Wiring by layer:
Scale bar: 20 µm. Only two layers are drawn.
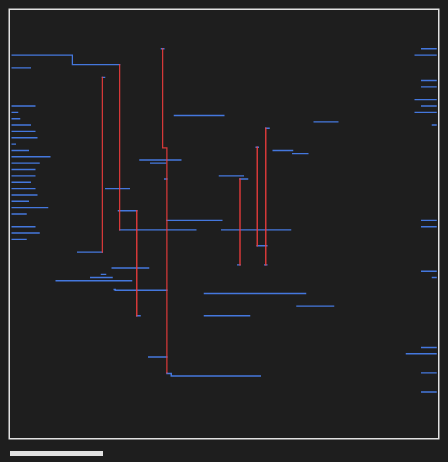
Cell classes on the final placement:
Scale bar: 20 µm.
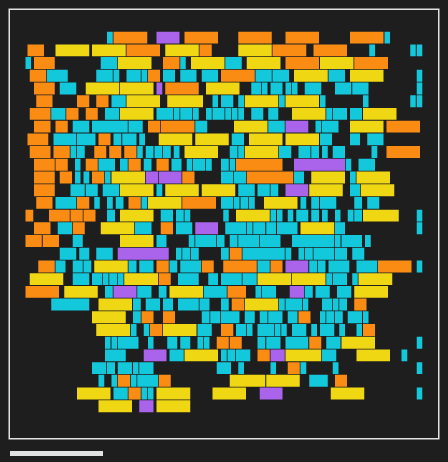
Routing congestion:
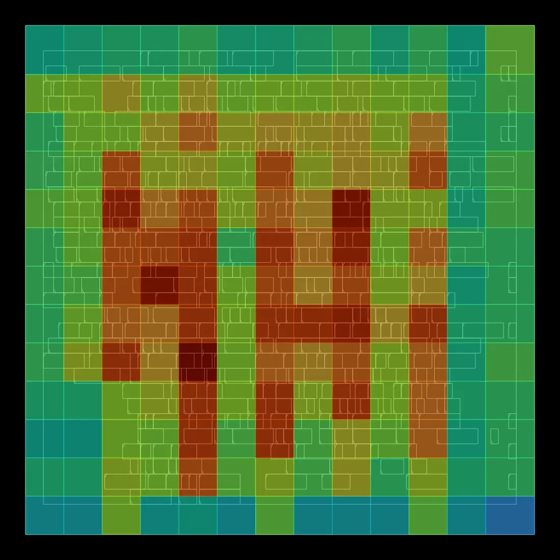
Gate families picked out:
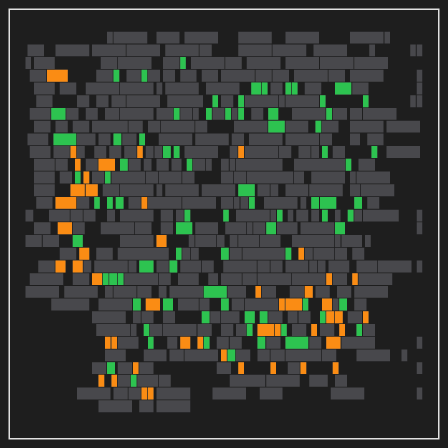
## src/rtl/servo_pwm_channel.sv

```systemverilog
// Avalon-MM hobby-servo PWM channel: µs timebase, clamped pulse width applied only
// at frame boundaries, sticky frame flag for software synchronisation.
module servo_pwm_channel #(
    parameter int unsigned CLK_HZ     = 50000000,
    parameter int unsigned PERIOD_US  = 20000,
    parameter int unsigned MIN_US     = 500,
    parameter int unsigned MAX_US     = 2500,
    parameter int unsigned DEFAULT_US = 1500
) (
    input  logic        clk,
    input  logic        reset_n,
    input  logic [1:0]  avs_address,
    input  logic        avs_read,
    input  logic        avs_write,
    input  logic [31:0] avs_writedata,
    output logic [31:0] avs_readdata,
    output logic        servo_out
);

    localparam int unsigned DIV   = CLK_HZ / 1000000;
    localparam int unsigned PS_W  = (DIV > 1) ? $clog2(DIV) : 1;
    localparam int unsigned CNT_W = (PERIOD_US > 1) ? $clog2(PERIOD_US) : 1;

    localparam logic [1:0] ADDR_CTRL   = 2'd0;
    localparam logic [1:0] ADDR_PULSE  = 2'd1;
    localparam logic [1:0] ADDR_ACTIVE = 2'd2;
    localparam logic [1:0] ADDR_STATUS = 2'd3;

    logic [PS_W-1:0]  ps_q, ps_d;
    logic [CNT_W-1:0] us_cnt_q, us_cnt_d;
    logic [CNT_W-1:0] pending_q, pending_d;
    logic [CNT_W-1:0] active_q, active_d;
    logic             en_q, en_d;
    logic             run_q, run_d;
    logic             frame_q, frame_d;
    logic             servo_q, servo_d;
    logic [31:0]      rdata_q, rdata_d;

    logic             tick_c;
    logic             boundary_c;
    logic [15:0]      wd_us_c;
    logic [15:0]      clamp_c;
    logic             unused_wd;

    assign unused_wd = ^avs_writedata[31:16];

    always_comb begin
        ps_d       = ps_q;
        us_cnt_d   = us_cnt_q;
        pending_d  = pending_q;
        active_d   = active_q;
        en_d       = en_q;
        run_d      = run_q;
        frame_d    = frame_q;
        rdata_d    = rdata_q;
        tick_c     = (ps_q == PS_W'(DIV - 1));
        boundary_c = tick_c && (us_cnt_q == CNT_W'(PERIOD_US - 1));
        wd_us_c    = avs_writedata[15:0];
        clamp_c    = wd_us_c;

        if (wd_us_c < 16'(MIN_US)) begin
            clamp_c = 16'(MIN_US);
        end else if (wd_us_c > 16'(MAX_US)) begin
            clamp_c = 16'(MAX_US);
        end

        // Free-running µs timebase, independent of EN
        if (tick_c) begin
            ps_d     = '0;
            us_cnt_d = boundary_c ? '0 : us_cnt_q + CNT_W'(1);
        end else begin
            ps_d = ps_q + PS_W'(1);
        end

        if (avs_write) begin
            case (avs_address)
                ADDR_CTRL:   en_d      = avs_writedata[0];
                ADDR_PULSE:  pending_d = CNT_W'(clamp_c);
                ADDR_STATUS: if (avs_writedata[0]) frame_d = 1'b0;
                default:     ;
            endcase
        end

        // Clearing EN also drops run so a mid-frame re-enable waits for a boundary
        run_d = run_q & en_d;
        if (boundary_c) begin
            active_d = pending_q;
            run_d    = en_q;
            frame_d  = 1'b1;
        end

        servo_d = run_q & en_q & (us_cnt_q < active_q);

        if (avs_read) begin
            case (avs_address)
                ADDR_CTRL:   rdata_d = {31'd0, en_q};
                ADDR_PULSE:  rdata_d = 32'(pending_q);
                ADDR_ACTIVE: rdata_d = 32'(active_q);
                ADDR_STATUS: rdata_d = {31'd0, frame_q};
                default:     rdata_d = '0;
            endcase
        end
    end

    always_ff @(posedge clk) begin
        if (!reset_n) begin
            ps_q      <= '0;
            us_cnt_q  <= '0;
            pending_q <= CNT_W'(DEFAULT_US);
            active_q  <= CNT_W'(DEFAULT_US);
            en_q      <= 1'b0;
            run_q     <= 1'b0;
            frame_q   <= 1'b0;
            servo_q   <= 1'b0;
            rdata_q   <= '0;
        end else begin
            ps_q      <= ps_d;
            us_cnt_q  <= us_cnt_d;
            pending_q <= pending_d;
            active_q  <= active_d;
            en_q      <= en_d;
            run_q     <= run_d;
            frame_q   <= frame_d;
            servo_q   <= servo_d;
            rdata_q   <= rdata_d;
        end
    end

    assign avs_readdata = rdata_q;
    assign servo_out    = servo_q;

endmodule

```

## config.mk

```make
export PLATFORM = sky130hd
export DESIGN_NAME = servo_pwm_channel
export DESIGN_NICKNAME = d
export VERILOG_FILES = /design/src/rtl/servo_pwm_channel.sv
export SDC_FILE = /design/constraint.sdc
export NUM_CORES = 1
export LEC_CHECK = 0
export ABC_CLOCK_PERIOD_IN_PS = 1540
export CAP_MARGIN = 20
export CORE_MARGIN = 3
export CORE_UTILIZATION = 46
export DETAILED_ROUTE_END_ITERATION = 6
export PLACE_DENSITY = 0.73
export SYNTH_ARGS = -nofsm -noshare
export SYNTH_HDL_FRONTEND = slang
export SYNTH_SLANG_ARGS = --single-unit
```

## constraint.sdc

```tcl
create_clock -name clk -period 1.54 [get_ports clk]
set_input_delay 0.231 -clock clk [delete_from_list [all_inputs] [get_ports clk]]
set_output_delay 0.231 -clock clk [all_outputs]
set_load 0.1 [all_outputs]
```

==> results.yml <==
# physical design summary
worst_hold_path:
  hold_path_end: "pending_q[7]$_SDFFE_PN1P_"
  min_path_cells: 3
placed_design:
  place_congestion: 0.8761
  numPlacedInstances: 538
  buffer_ports.inserted: 37
  detailedPlacementHpwl_um: 5715
floorplanning:
  chipHeight_um: 91.60
  fp-utilization_pct: 48.54
  core_region_area_mm2: 0.006944
  row_count: 30
  pin_count: 71
  n_tap_cell: 96
  chip_area_mm2: 0.008391
setup_path:
  rr_worst_depth: 7
  required_time_of_the_critical_path_ns: 1.82
  cp_data_arrival_time_ns: 2.07
  timing.reg2reg.setup_slack_ns: -0.25
  max_stage_delay_ns: 0.53
  worstSetupEndpoint: "active_q[0]$_SDFFE_PN0N_"
  timing.rr.start: "us_cnt_q[5]$_SDFFE_PN0N_"
  worst_r2r_endpoint: "active_q[0]$_SDFFE_PN0N_"
  worstSetupStartpointType: "register"
synthesis:
  asyncSetResetFlopFracSynth_pct: 0
  yosys-stat-area_mm2: 0.003371
  yosys_most_used_dff: "dfxtp_1"
  count_of_flip_flops_with_a_built_in_enable_after_synthesis: 0
  top_area_share_pct: 41.57
final_layout:
  insertedDiodeCount: 0
  nNonClkInverters: 18
  nNonClkBuffers: 90
  finalNonFillerCells: 564
  area.combinational_mm2: 0.001873
  n_sequential_cell: 70
  flow.area_growth_from_synthesis_pct: 39.90
  final_layout_size_suffix_gt1_share_pct: 25.21
  sh_seq_area_pct: 29.82
  nNetsFinal: 518
  fillerInstances: 541
  finalInstanceArea_mm2: 0.004716
timing:
  final_hold_viol_count: 0
  postLayoutSetupSlackWorst_ns: -0.2463
  final_max_slew_viol_count: 0
  report.final.setup_viol: 34
  finClkSkew_ns: 0.01306
  min_period_ns: 1.786
  layout_worst_path_cycle_share_pct: 116.0
run_status:
  violated_checks: "negative setup slack"
  outcome: "finished, violations left"
clock_tree:
  cts.path.max_buffers: 2
  clk_latency_ns: 0.35
  cts.sinks: 70
routing:
  drc: 0
  antenna_left: 0
  routed_wirelength_um: 8373
  initialDrtViolationCount: 127
  drt_pre_antenna_iters: 4
grt:
  gr-total-overflow: 0
  vias_in_the_first_global_route: 2821
  grt_first_pass_wirelength_um: 13100
power_and_ir_drop:
  p_leak_nw: 2.151
  power_density_mw_per_mm2: 902.2
## Picture notes: 'wiring by layer'
[red] M4 | wire length: 234 µm
[blue] M3 | wire length: 380 µm

## Picture notes: 'cell classes on the final placement'
[purple] clock drivers and dummy loads | cells: 16 | share of their area: 4.8%
[yellow] registers | cells: 70 | share of their area: 31%
[orange] remaining buffers and delay cells | cells: 90 | share of their area: 22%
[cyan] remaining logic cells | cells: 292 | share of their area: 42%

## Picture notes: 'routing congestion'
Post-Route Utilization: 67.91%
global routing usage on met1: 24.45%
layer with the highest usage after global routing: met2
Wirelength per Cell: 14.85 µm

## Picture notes: 'gate families picked out'
[green] nand cells | cells: 79
[orange] nor cells | cells: 48

==> cell families (layout without fill, tap and decap cells) <==
kind of cell               count (synthesis)  count (layout)  synth area share [%]
muxes                                      3               3                 1.262
xor gates and xnor gates                  17              17                 4.417
and+or+nand+nor                          141             142                 20.79
adders and majority gates                 17              17                 6.310
DFF                                       70              70                 41.57
AOI/OAI and AO/OA                         78              78                 17.04
buffers and inverters                     51             124                 8.500
other                                      1              17                0.1113
==> metrics by stage <==
| step | hold WS (ns) | TNS (ns) | total power, mW |
|---|---|---|---|
| 6_report | 0.2222 | -5.837 | 4.255 |
| 5_1_grt | 0.2465 | -7.803 | 4.389 |
| 4_1_cts | 0.2911 | -5.661 | 4.275 |
| 3_5_place_dp | 0.4577 | -14.12 | 2.645 |
| 3_3_place_gp | 0.4489 | -11.93 | 2.636 |
| 2_1_floorplan | 0.3501 | -1.912 | 2.415 |
==> metal layers <==
layer	wire length, µm	track usage, %
met1	3782	24.45
met2	3976	31.65
met3	380	3.480
met4	234	10.43
met5	0	0
==> timing repair <==
item | in CTS | in global routing
gates cloned | 3 | 0
hold buffers | 0 | 0
pin swaps | 4 | 6
endpoints found under the setup margin | 38 | 41
gates resized | 14 | 24
buffers inserted | 5 | 2
==> Yosys cell counts, types with 2 or more instances <==
| library cell | instances |
|---|---|
| nor4b_1 | 3 |
| nor2b_1 | 7 |
| xnor2_1 | 11 |
| nand2_1 | 48 |
| buf_6 | 3 |
| nor2_1 | 28 |
| nor3_1 | 5 |
| a22oi_1 | 14 |
| and2_1 | 4 |
| mux2i_1 | 2 |
| a21o_1 | 3 |
| a32o_1 | 3 |
| buf_4 | 19 |
| o211ai_1 | 7 |
| dfxtp_1 | 70 |
| o21ai_1 | 2 |
| xor2_1 | 6 |
| clkbuf_1 | 10 |
| o21ai_0 | 15 |
| inv_1 | 18 |
| nand4_1 | 4 |
| ha_1 | 17 |
| nand3_1 | 22 |
| o22a_1 | 4 |
| nor4_1 | 2 |
| and3_1 | 7 |
| a21oi_1 | 11 |
| nand4b_1 | 2 |
| o211a_1 | 14 |
==> critical path: cells and delay by family (launching register included) <==
kind	cells	cell delay, ns
buf+inv	2	0.28
compound gates	1	0.09
flops	1	0.32
simple gates	4	1.03
==> flip-flops by register name, summed over array words and instances, names as in the netlist <==
register and flops:
active_q 15, avs_readdata 15, pending_q 15, us_cnt_q 15, ps_q 6, en_q 1, frame_q 1, run_q 1
servo_out 1
==> cells in the final DEF, fill, tap and decap left out, types with 11 or more instances in the layout <==
| cell | instances |
|---|---|
| inv_1 | 18 |
| buf_4 | 47 |
| nand2_1 | 45 |
| xnor2_1 | 11 |
| clkdlybuf4s50_1 | 11 |
| buf_12 | 19 |
| nand3_1 | 17 |
| a22oi_1 | 14 |
| nor2_1 | 28 |
| dfxtp_1 | 66 |
| conb_1 | 17 |
| o211a_1 | 14 |
| ha_1 | 15 |
==> report_power, final <==
group	total (mW)	leakage [nW]	switching (mW)	internal (mW)
Clock	1.64	0.107	0.713	0.923
Combinational	0.735	1.47	0.498	0.237
Sequential	1.88	0.570	0.0372	1.85
Power figures rest on the tool's default switching activity, not on a simulated workload.
